## src/rtl/switch_conditioner.sv

```systemverilog
// Debounces one raw switch input into a clean level plus single-cycle rise/fall strobes.
// Optional auto-repeat strobe while held high: define SWITCH_CONDITIONER_REPEAT_EN.
module switch_conditioner #(
    parameter int STABLE_CYCLES = 500_000,
    parameter int REPEAT_DELAY  = 25_000_000,
    parameter int REPEAT_PERIOD = 5_000_000
) (
    input  logic CLK50M,
    input  logic rst_n,
    input  logic A_noisy,
    output logic A,
    output logic rise_pulse,
    output logic fall_pulse,
    output logic rpt_pulse
);
    localparam int MAX_AB = (STABLE_CYCLES > REPEAT_DELAY) ? STABLE_CYCLES : REPEAT_DELAY;
    localparam int MAX_C  = (MAX_AB > REPEAT_PERIOD) ? MAX_AB : REPEAT_PERIOD;
    localparam int CNT_W  = $clog2(MAX_C) + 1;
    localparam logic [CNT_W-1:0] STABLE_LAST = CNT_W'(STABLE_CYCLES - 1);

    typedef enum logic [1:0] {LOW, TO_HIGH, HIGH, TO_LOW} state_t;

    logic             r_s1, r_s2;
    state_t           r_state, w_state_nxt;
    logic [CNT_W-1:0] r_cnt, w_cnt_nxt;
    logic             r_a, r_rise, r_fall;
    logic             w_rise_nxt, w_fall_nxt, w_a_nxt;

    always_ff @(posedge CLK50M) begin
        if (!rst_n) begin
            r_s1 <= 1'b0;
            r_s2 <= 1'b0;
        end else begin
            r_s1 <= A_noisy;
            r_s2 <= r_s1;
        end
    end

    always_comb begin
        w_state_nxt = r_state;
        w_cnt_nxt   = r_cnt;
        w_rise_nxt  = 1'b0;
        w_fall_nxt  = 1'b0;
        case (r_state)
            LOW: begin
                if (r_s2) begin
                    w_state_nxt = TO_HIGH;
                    w_cnt_nxt   = '0;
                end
            end
            TO_HIGH: begin
                if (!r_s2) begin
                    w_state_nxt = LOW;
                    w_cnt_nxt   = '0;
                end else if (r_cnt == STABLE_LAST) begin
                    w_state_nxt = HIGH;
                    w_cnt_nxt   = '0;
                    w_rise_nxt  = 1'b1;
                end else begin
                    w_cnt_nxt = r_cnt + 1'b1;
                end
            end
            HIGH: begin
                if (!r_s2) begin
                    w_state_nxt = TO_LOW;
                    w_cnt_nxt   = '0;
                end
            end
            TO_LOW: begin
                if (r_s2) begin
                    w_state_nxt = HIGH;
                    w_cnt_nxt   = '0;
                end else if (r_cnt == STABLE_LAST) begin
                    w_state_nxt = LOW;
                    w_cnt_nxt   = '0;
                    w_fall_nxt  = 1'b1;
                end else begin
                    w_cnt_nxt = r_cnt + 1'b1;
                end
            end
            default: begin
                w_state_nxt = LOW;
                w_cnt_nxt   = '0;
            end
        endcase
        w_a_nxt = (w_state_nxt == HIGH) || (w_state_nxt == TO_LOW);
    end

    // Outputs are registered from the next-state decode so A and its strobe change together.
    always_ff @(posedge CLK50M) begin
        if (!rst_n) begin
            r_state <= LOW;
            r_cnt   <= '0;
            r_a     <= 1'b0;
            r_rise  <= 1'b0;
            r_fall  <= 1'b0;
        end else begin
            r_state <= w_state_nxt;
            r_cnt   <= w_cnt_nxt;
            r_a     <= w_a_nxt;
            r_rise  <= w_rise_nxt;
            r_fall  <= w_fall_nxt;
        end
    end

    assign A          = r_a;
    assign rise_pulse = r_rise;
    assign fall_pulse = r_fall;

`ifdef SWITCH_CONDITIONER_REPEAT_EN
    logic [CNT_W-1:0] r_rcnt, w_rcnt_inc, w_rtgt;
    logic             r_rarmed, r_rpt;
    logic             w_rstay, w_rfire;

    // First strobe after REPEAT_DELAY-1 counts, then rcnt restarts per REPEAT_PERIOD.
    always_comb begin
        w_rstay    = (r_state == HIGH) && r_s2;
        w_rcnt_inc = r_rcnt + 1'b1;
        w_rtgt     = r_rarmed ? CNT_W'(REPEAT_PERIOD) : CNT_W'(REPEAT_DELAY - 1);
        w_rfire    = w_rstay && (w_rcnt_inc == w_rtgt);
    end

    always_ff @(posedge CLK50M) begin
        if (!rst_n) begin
            r_rcnt   <= '0;
            r_rarmed <= 1'b0;
            r_rpt    <= 1'b0;
        end else begin
            if (w_rstay) begin
                if (w_rfire) begin
                    r_rcnt   <= '0;
                    r_rarmed <= 1'b1;
                end else begin
                    r_rcnt <= w_rcnt_inc;
                end
            end else begin
                r_rcnt   <= '0;
                r_rarmed <= 1'b0;
            end
            r_rpt <= w_rfire;
        end
    end

    assign rpt_pulse = r_rpt;
`else
    assign rpt_pulse = 1'b0;
`endif

endmodule

```

## config.mk

```make
export PLATFORM = sky130hd
export DESIGN_NAME = switch_conditioner
export DESIGN_NICKNAME = d
export VERILOG_FILES = /design/src/rtl/switch_conditioner.sv
export SDC_FILE = /design/constraint.sdc
export NUM_CORES = 1
export LEC_CHECK = 0
export ABC_AREA = 1
export CAP_MARGIN = 5
export CORE_MARGIN = 1
export CORE_UTILIZATION = 50
export CTS_BUF_LIST = sky130_fd_sc_hd__clkbuf_16
export CTS_CLUSTER_DIAMETER = 100
export CTS_CLUSTER_SIZE = 30
export DETAILED_ROUTE_END_ITERATION = 12
export PLACE_DENSITY = 0.69
export SLEW_MARGIN = 20
export SYNTH_ARGS = -nofsm -noshare
export SYNTH_HDL_FRONTEND = slang
export SYNTH_SLANG_ARGS = --single-unit
```

## constraint.sdc

```tcl
create_clock -name CLK50M -period 1.8 [get_ports CLK50M]
set_input_delay 0.36 -clock CLK50M [delete_from_list [all_inputs] [get_ports CLK50M]]
set_output_delay 0.36 -clock CLK50M [all_outputs]
set_load 0.03 [all_outputs]
```

### Power grid

Bar = 20 µm. Pins as bars on the die edge. Tap cells in grey.
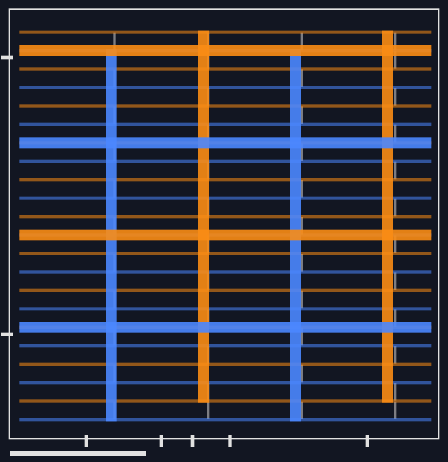
[VDD] orange
[VSS] blue
met5 straps: 4
met4 straps: 4
rows: 21
signal pins: 7

### Placement by cell class

Bar = 20 µm.
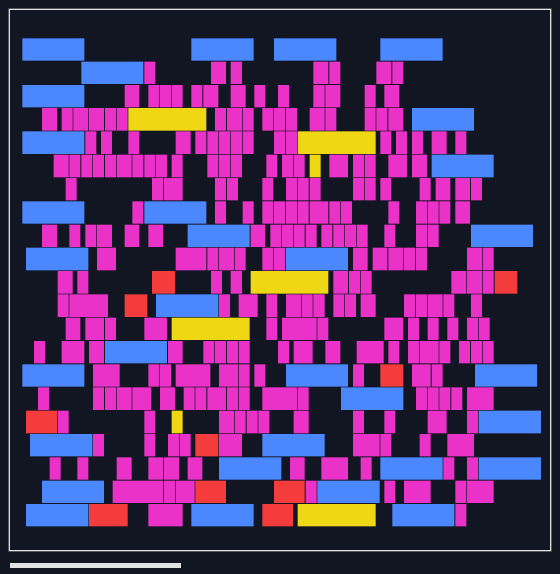
[clock drivers and dummy loads] yellow | cells: 7
[combinational and other logic] magenta | cells: 264
[remaining buffers and delay cells] red | cells: 10
[sequential cells] blue | cells: 32

### Routed clock nets over the placement

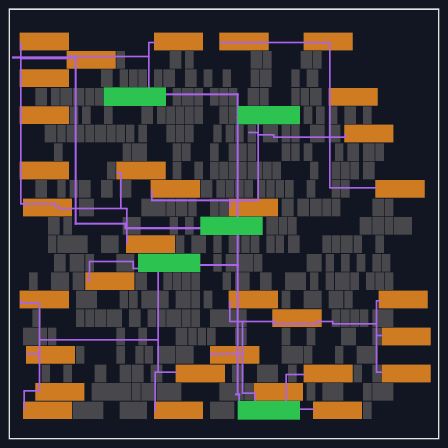
[clock wires] purple | length: 467 µm
[clock drivers] green | count: 5
[flip-flops] orange | count: 32
routed clock nets: 6

### Wiring by layer

Bar = 20 µm. Two of the layers only.
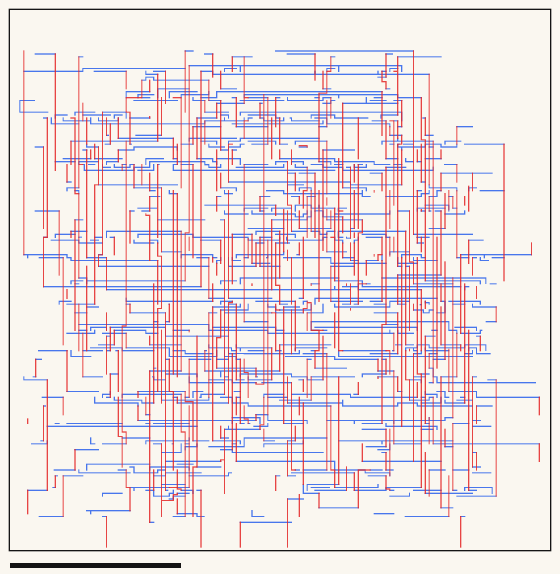
[metal 2] red | wire length: 2080 µm
[metal 1] blue | wire length: 2170 µm
vias: 1816
DR WL/cell: 12.77 µm
gr usage total: 25.65%
final WL: 4.586 mm

==> job_summary.md <==
## Synthesis and layout report

| Metric | Value |
|---|---|
| Cells on worst reg2reg path | 10 |
| Share of cells above drive strength 1 | between 7 and 8% |
| HP Class | flip-flop to flip-flop |
| Status | finished, final reports clean |
| Syn_area_per_cell | a little over 6 µm² |
| Hold Violations, Final | 0 |
| # DRC | 0 |
| DPL Wire Length | roughly 3.3 mm |
| Die X | 63.11 µm |
| Post-synth seq share | 34.32% |
| Synth flops | 32 |
| Post-Syn Nets | approximately 300 |
| Die Y | around 63 µm |
| Max Fclk | 0.6073 GHz |
| Synthesis Warnings | 0 |
| CTS tree | built |
| H-tree Lvls | 2 |
| Crit-path max FO | 7 |
| Pins Over Slew Limit | 0 |
| Row count | 21 |
| Setup Total Neg Slack | 0 ps |
| Tool warnings | 26 |
| Leakage power | just over 0.0008 µW |
| Part of the cycle the worst path needs | about nine tenths |
-- report_power, final --
group          switching (µW)  total, µW  leakage, µW  internal (µW)
sequential               1.93        714     0.000258            712
clock                     292        786    0.0000648            494
combinational            39.0       56.5     0.000495           17.5
-- through the flow --
| step | hold WS (ps) | instances | util (%) | area [µm²] |
|---|---|---|---|---|
| after global routing | 437.8 | 359 | 61.29 | 2126 |
| after global placement | 407.8 | 351 | 56.64 | 1964 |
| after CTS | 417.4 | 358 | 60.46 | 2097 |
| after floorplan | 390.5 | 302 | - | 1867 |
| final | 412.3 | 359 | 61.29 | 2126 |
| after detailed placement | 404.9 | 351 | 56.64 | 1964 |
-- timing repair --
item,4_1_cts,5_1_grt
hold endpoints to repair,0,0
gates resized,0,7
endpoints found under the setup margin,0,15
-- synthesized netlist by cell type --
| master | count | share of area (%) |
|---|---|---|
| ha_1 | 1 | 0.67 |
| nand4_1 | 6 | 2.0 |
| nor2_4 | 3 | 1.8 |
| nand3_1 | 25 | 6.7 |
| xor2_1 | 8 | 3.8 |
| conb_1 | 1 | 0.20 |
| o21ai_0 | 6 | 1.6 |
| or2_2 | 1 | 0.34 |
| clkbuf_1 | 1 | 0.20 |
| buf_4 | 3 | 1.2 |
| clkbuf_2 | 1 | 0.27 |
| o21a_1 | 1 | 0.40 |
| nand2_1 | 96 | 19 |
| buf_2 | 1 | 0.27 |
| a211oi_1 | 1 | 0.40 |
| inv_1 | 35 | 7.0 |
| a31oi_1 | 1 | 0.34 |
| xnor2_2 | 1 | 0.87 |
| dfxtp_1 | 32 | 34 |
| inv_2 | 1 | 0.20 |
| nand2_2 | 2 | 0.67 |
| nor2_2 | 1 | 0.34 |
| o21bai_1 | 1 | 0.40 |
| nor4_1 | 1 | 0.34 |
| nor3_1 | 8 | 2.1 |
| buf_6 | 1 | 0.60 |
| a21oi_1 | 14 | 3.8 |
| nor2_1 | 49 | 9.9 |
-- routing by layer --
layer / vias to the layer above / track usage, % / share of wire [%]
met4: 0 / 12.21 / 2.0
met2: 39 / 38.84 / 45
met3: 9 / 4.891 / 5.4
met5: - / 0 / 0
li1: 968 / - / -
met1: 800 / 34.71 / 47
-- kinds of logic (layout without fill, tap and decap cells) --
group / after synthesis / after routing / share of synthesized area, %
other cells: 1 / 1 / 0.2009
simple gates: 192 / 193 / 43.50
buf+inv: 43 / 53 / 9.785
compound gates: 24 / 24 / 6.904
flops: 32 / 32 / 34.32
fa+ha+maj: 1 / 1 / 0.6701
xor+xnor: 9 / 9 / 4.625
-- registers in the layout (all words and copies together), names as in the netlist --
register    count
fall_pulse      1
rise_pulse      1
r_state         2
r_s1            1
r_cnt          26
r_s2            1
-- cell type report --
type,count,area (µm²)
Timing Repair Buffer,10,90.09
Multi-Input combinational cell,228,1070
Tap cell,46,57.56
Clock inverter,2,7.507
Clock buffer,5,125.1
Sequential cell,32,640.6
Inverter,36,135.1
Fill cell,357,1343
-- critical path, stage by stage, from the launching register on --
cell     delay, ps
dfxtp_1        360
ha_1           190
nand2_2        100
nor2_2         120
nand3_1        140
inv_1           90
nand2_1        120
nand2_1        100
nand2_2        120
nand2_4        130
nor2_1          60
Power figures rest on the tool's default switching activity, not on a simulated workload.
